===== src/rtl/seg7_pkg.sv =====
// Shared constants for the 7-segment score path: active-low {g,f,e,d,c,b,a} digit patterns
// and the score decoder's FSM state encoding.
package seg7_pkg;

  localparam logic [6:0] SEG_0     = 7'b1000000;
  localparam logic [6:0] SEG_1     = 7'b1111001;
  localparam logic [6:0] SEG_2     = 7'b0100100;
  localparam logic [6:0] SEG_3     = 7'b0110000;
  localparam logic [6:0] SEG_4     = 7'b0011001;
  localparam logic [6:0] SEG_5     = 7'b0010010;
  localparam logic [6:0] SEG_6     = 7'b0000010;
  localparam logic [6:0] SEG_7     = 7'b1111000;
  localparam logic [6:0] SEG_8     = 7'b0000000;
  localparam logic [6:0] SEG_9     = 7'b0011000;
  localparam logic [6:0] SEG_BLANK = 7'b1111111;

  typedef enum logic [1:0] {
    S_TENS = 2'd0,
    S_ONES = 2'd1,
    S_OUT  = 2'd2
  } state_e;

endpackage


===== src/rtl/seg7_digit_decode.sv =====
// Combinational active-low 7-segment code to BCD digit decoder. Only exact patterns are legal;
// the all-off blank pattern is accepted as 0 when i_blank_ok is set.
module seg7_digit_decode
  import seg7_pkg::*;
(
  input  logic [6:0] i_seg,
  input  logic       i_blank_ok,
  output logic       o_legal,
  output logic [3:0] o_digit
);

  always_comb begin
    o_legal = 1'b1;
    o_digit = 4'd0;
    case (i_seg)
      SEG_0:     o_digit = 4'd0;
      SEG_1:     o_digit = 4'd1;
      SEG_2:     o_digit = 4'd2;
      SEG_3:     o_digit = 4'd3;
      SEG_4:     o_digit = 4'd4;
      SEG_5:     o_digit = 4'd5;
      SEG_6:     o_digit = 4'd6;
      SEG_7:     o_digit = 4'd7;
      SEG_8:     o_digit = 4'd8;
      SEG_9:     o_digit = 4'd9;
      SEG_BLANK: o_legal = i_blank_ok;
      default:   o_legal = 1'b0;
    endcase
  end

endmodule


===== src/rtl/seg7_score_decoder.sv =====
// Assembles a binary score from a tens/ones pair of 7-segment codes over valid/ready streams.
// Define SEG_BLANK_EN to accept a blank tens digit as 0 (leading-zero suppression).
module seg7_score_decoder
  import seg7_pkg::*;
#(
  parameter int unsigned MAX_SCORE = 31,
  parameter int unsigned SCORE_W   = 8
) (
  input  logic               clk,
  input  logic               reset,
  input  logic [6:0]         seg_in,
  input  logic               seg_valid,
  output logic               seg_ready,
  output logic [SCORE_W-1:0] score,
  output logic               score_valid,
  input  logic               score_ready,
  output logic               err
);

`ifdef SEG_BLANK_EN
  localparam bit BlankEn = 1'b1;
`else
  localparam bit BlankEn = 1'b0;
`endif

  state_e             r_state, w_state_nxt;
  logic [3:0]         r_tens, w_tens_nxt;
  logic [SCORE_W-1:0] r_score, w_score_nxt;
  logic               r_score_valid, w_score_valid_nxt;
  logic               r_err, w_err_nxt;

  logic       w_blank_ok;
  logic       w_legal;
  logic [3:0] w_digit;
  logic [6:0] w_sum;
  logic       w_over;
  logic       w_xfer;

  // Blank is only ever acceptable in the tens slot.
  assign w_blank_ok = BlankEn && (r_state == S_TENS);

  seg7_digit_decode u_digit_decode (
    .i_seg      (seg_in),
    .i_blank_ok (w_blank_ok),
    .o_legal    (w_legal),
    .o_digit    (w_digit)
  );

  assign w_sum  = {3'b000, r_tens} * 7'd10 + {3'b000, w_digit};
  assign w_over = {25'd0, w_sum} > MAX_SCORE;

  // Registered-state decode only, so seg_ready never depends on score_ready.
  assign seg_ready = (r_state != S_OUT) && !reset;
  assign w_xfer    = seg_valid && seg_ready;

  always_comb begin
    w_state_nxt       = r_state;
    w_tens_nxt        = r_tens;
    w_score_nxt       = r_score;
    w_score_valid_nxt = r_score_valid;
    w_err_nxt         = 1'b0;
    case (r_state)
      S_TENS: begin
        if (w_xfer) begin
          if (w_legal) begin
            w_tens_nxt  = w_digit;
            w_state_nxt = S_ONES;
          end else begin
            w_err_nxt = 1'b1;
          end
        end
      end
      S_ONES: begin
        if (w_xfer) begin
          if (!w_legal || w_over) begin
            w_err_nxt   = 1'b1;
            w_state_nxt = S_TENS;
          end else begin
            w_score_nxt       = SCORE_W'(w_sum);
            w_score_valid_nxt = 1'b1;
            w_state_nxt       = S_OUT;
          end
        end
      end
      S_OUT: begin
        if (score_ready) begin
          w_score_valid_nxt = 1'b0;
          w_state_nxt       = S_TENS;
        end
      end
      default: w_state_nxt = S_TENS;
    endcase
  end

  always_ff @(posedge clk) begin
    if (reset) begin
      r_state       <= S_TENS;
      r_tens        <= 4'd0;
      r_score       <= '0;
      r_score_valid <= 1'b0;
      r_err         <= 1'b0;
    end else begin
      r_state       <= w_state_nxt;
      r_tens        <= w_tens_nxt;
      r_score       <= w_score_nxt;
      r_score_valid <= w_score_valid_nxt;
      r_err         <= w_err_nxt;
    end
  end

  assign score       = r_score;
  assign score_valid = r_score_valid;
  assign err         = r_err;

endmodule


===== config.mk =====
export PLATFORM = sky130hd
export DESIGN_NAME = seg7_score_decoder
export DESIGN_NICKNAME = d
export VERILOG_FILES = /design/src/rtl/seg7_pkg.sv /design/src/rtl/seg7_digit_decode.sv /design/src/rtl/seg7_score_decoder.sv
export SDC_FILE = /design/constraint.sdc
export NUM_CORES = 1
export LEC_CHECK = 0
export CAP_MARGIN = 15
export CORE_UTILIZATION = 35
export CTS_BUF_LIST = sky130_fd_sc_hd__clkbuf_8
export DETAILED_ROUTE_END_ITERATION = 8
export PLACE_DENSITY = 0.68
export SLEW_MARGIN = 10
export SYNTH_ARGS = -nofsm -noshare
export SYNTH_HDL_FRONTEND = slang
export SYNTH_HIERARCHICAL = 1
export SYNTH_SLANG_ARGS = --single-unit

===== constraint.sdc =====
create_clock -name clk -period 3.77 [get_ports clk]
set_clock_uncertainty 0.15 [all_clocks]
set_input_delay 0.754 -clock clk [delete_from_list [all_inputs] [get_ports clk]]
set_output_delay 0.754 -clock clk [all_outputs]
set_load 0.02 [all_outputs]

### M1 wires

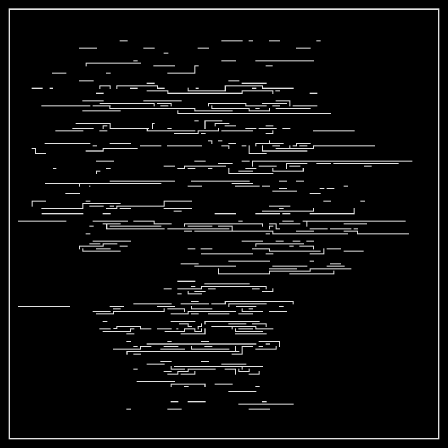
150 nets have wire on it. The wires run mostly horizontal. The longest straight run is 21.6 um. The layer holds 50% of the routed length.

### Met2 routing

Bar = 20 um.
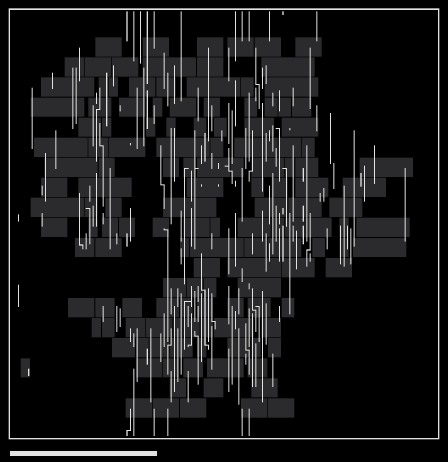
The layer holds 47% of the routed length. 139 nets have wire on it. The layer carries 992 um of wire.
Vias: 918
M2 GR Usage: 23.0%
Total Routed Length: 2120 um

==> impl_metrics.csv <==
group,metric,value,unit
placement,dp_hpwl,1740,um
clock_network,clockBufferDepth,2,
setup_path,rr_endpoint,"score[4]",
synthesis,synthFlopType,"dfxtp_1",
timing,finalHoldViolCount,0,
timing,max_clock_freq,0.280,GHz
finish,final_cells,183,
synthesis,ys.flops,15,
clock_network,h-tree-depth,1,
floorplan,row_count,19,
setup_path,cp_max_fo,9,
finish,layout-drive-gt1-share,15.6,%
min_path,holdPathStages,1,
finish,n_antenna_cell,0,
floorplan,io_pins,22,
drt,wl_per_cell,11.6,um
global_routing,grt_pass1_vias,866,
synthesis,ys_async_sr_fraction,0,%
clock_network,cts_setup_buffers,0,
drt,first_pass_iters,4,
clock_network,cts_inserted_buffers,3,
setup_path,rrSetupSlack,1.19,ns
run_status,status,"finished clean",
timing,rsz0062_at_grt,"false",
power,vdd_drop_max,0.255,mV
min_path,holdPathEnd,"r_state[0]",
timing,fin_crit_sh,94.8,%
setup_path,reg2reg_from,"r_tens[1]",
synthesis,top_area_share,27.3,%
synthesis,ys_seq_share,27.3,%
drt,vias_per_cell,5.02,
synthesis,ys.warnings.count,6,
power,swShare,24.4,%
floorplan,die_y,58.1,um
placement,port_buffers,20,
job,drv_cap,0,
floorplan,die_area,3370,um2
setup_path,startpoint_type,"input port",
clock_network,cts_root_buf,"clkbuf_8",
power,p_clk_share,38.7,%
global_routing,overflow,0,
global_routing,grt_max_degree,15,
timing,period_minus_slack,3.57,ns
synthesis,synth_cells,119,
drt,drc_errors,0,
synthesis,syn_avg_cell_area,9.24,um2
finish,synthToLayoutAreaGrowth,24.9,%
global_routing,grt_first_pass_wirelength,3740,um
power,power.share.combinational,14.5,%
clock_network,insertion_delay,0.25,ns
power,power_density,249,nW/um2
synthesis,edf_count,0,
global_routing,antenna_found_initial,0,
min_path,min-delay-path-class,"reg2reg",
power,power.internal,258,uW
synthesis,largest_area_cell,"dfxtp_1",
clock_network,cts_tree,"built",
synthesis,top_cells_by_area,"dfxtp_1, ha_1, buf_6, mux2i_1, nand3_1",
clock_network,cts_sinks,15,
setup_path,worst-setup-path-type,"in2reg",
finish,layout_top_cell,"clkdlybuf4s50_1",
drt,antenna_left,0,
floorplan,die_w,58.1,um
finish,final_nets,162,
floorplan,fp-utilization,38.2,%
synthesis,synth_cell_types,47,
synthesis,syn_area,1100,um2
power,pwr-share-seq,46.8,%
timing,setup_ws,0.198,ns
placement,dp_slack,-0.0821,ns
job,warning_count,27,
placement,gp_congestion,0.785,
finish,final_layout_top_logic_cells,"clkdlybuf4s50_1, dfxtp_1, nor2_1, nand3_1, ha_1",
clock_network,clk_pin_slew,0.06,ns
drt,first_iter_violations,13,
setup_path,critPathRequiredTime,3.80,ns
setup_path,cp_data_arrival_time,3.60,ns
min_path,hold_start,"r_state[1]",
power,p_switching,83.6,uW
placement,numPlacedInstances,179,
timing,setup_violations,0,
setup_path,reg2reg_depth,8,
timing,slew_violations,0,
floorplan,coreArea,2880,um2
global_routing,track_usage,14.5,%
power,leakagePower,0.000570,uW
synthesis,ys_cells,119,
setup_path,endpoint_kind,"flop",
synthesis,yosys_area,1100,um2
[worst max-delay path by stage]
stage / endpoint / cells after the start / from
2_1_floorplan: score_valid / 9 / seg_in[6]
6_report: score[4] / 9 / seg_in[6]
5_1_grt: score[4] / 9 / seg_in[6]
3_3_place_gp: score[4] / 9 / seg_in[6]
3_5_place_dp: score[4] / 9 / seg_in[6]
4_1_cts: score[4] / 10 / seg_in[0]
[state kept, by name (all words and copies together) (netlist names)]
| signal | flops |
|---|---|
| err | 1 |
| r_state | 2 |
| r_tens | 4 |
| score | 7 |
| score_valid | 1 |
[power groups by stage]
| stage | Clock, uW | Sequential (uW) | Combinational, uW |
|---|---|---|---|
| floorplan | 0 | 164 | 31.2 |
| global placement | 0 | 164 | 47.9 |
| detailed placement | 0 | 164 | 48.8 |
| CTS | 137 | 160 | 48.9 |
| global route | 146 | 160 | 54.1 |
| finish | 132 | 160 | 49.4 |
[cell families after synthesis]
kind of cell    Yosys count  synth area share [%]
mux                       6                  5.46
fa+ha+maj                 9                  11.6
flops                    15                  27.3
other cells               1                 0.341
xor+xnor                  5                  4.67
buf+inv                  11                  8.30
simple gates             46                  24.3
compound gates           26                  18.0
[critical path, stage by stage]
cell,delay (ns)
clkdlybuf4s50_1,0.56
or4_1,0.55
nor3_1,0.33
ha_1,0.33
a21oi_1,0.24
a21o_2,0.18
a41oi_2,0.15
nor2_2,0.31
mux2i_1,0.22
[routing by layer]
metal  part of all wire, %  up-vias  track usage, %
met4                   1.4        0            5.10
met2                    47        9            23.0
met3                   2.0        5            4.02
li1                      -      486               -
met1                    50      418            18.8
met5                     0        -               0
[cells in the mapped netlist (2+ instances only)]
library cell,number
xnor2_1,3
buf_6,6
a211oi_2,2
nor4_1,2
fa_1,2
nor2_1,9
ha_1,7
and3b_1,2
inv_1,2
nand4_1,2
nor3b_1,3
a31oi_1,2
nor2b_1,3
nor3_1,3
nand3_1,9
dfxtp_1,15
o21ai_0,3
mux2i_1,6
a21oi_1,6
nand2_1,4
a21o_2,2
[metrics by stage]
| step | instance area [um2] | power, uW | TNS, ns | hold slack [ns] | utilization (%) |
|---|---|---|---|---|---|
| floorplan | 1100 | 196 | 0 | 0.268 | - |
| CTS | 1370 | 346 | 0 | 0.294 | 47.5 |
| detailed placement | 1320 | 213 | -0.166 | 0.284 | 45.8 |
| global placement | 1320 | 212 | 0 | 0.286 | 45.8 |
| finish | 1370 | 342 | 0 | 0.289 | 47.8 |
| global route | 1370 | 360 | 0 | 0.311 | 47.8 |
[area by class of cell]
class                      count  area [um2]
fill                         285        1500
multi-input combinational     94         719
sequential                    15         300
timing repair buffer          26         245
tap                           42        52.6
clock buffer                   3        41.3
clock inverter                 1        7.51
inverter                       2        7.51
[timing repair]
| item | 4_1_cts | 5_1_grt |
|---|---|---|
| gates resized | 0 | 1 |
| setup endpoints to repair | 0 | 6 |
| hold buffers | 0 | 0 |
Power and IR drop assume default switching activity.
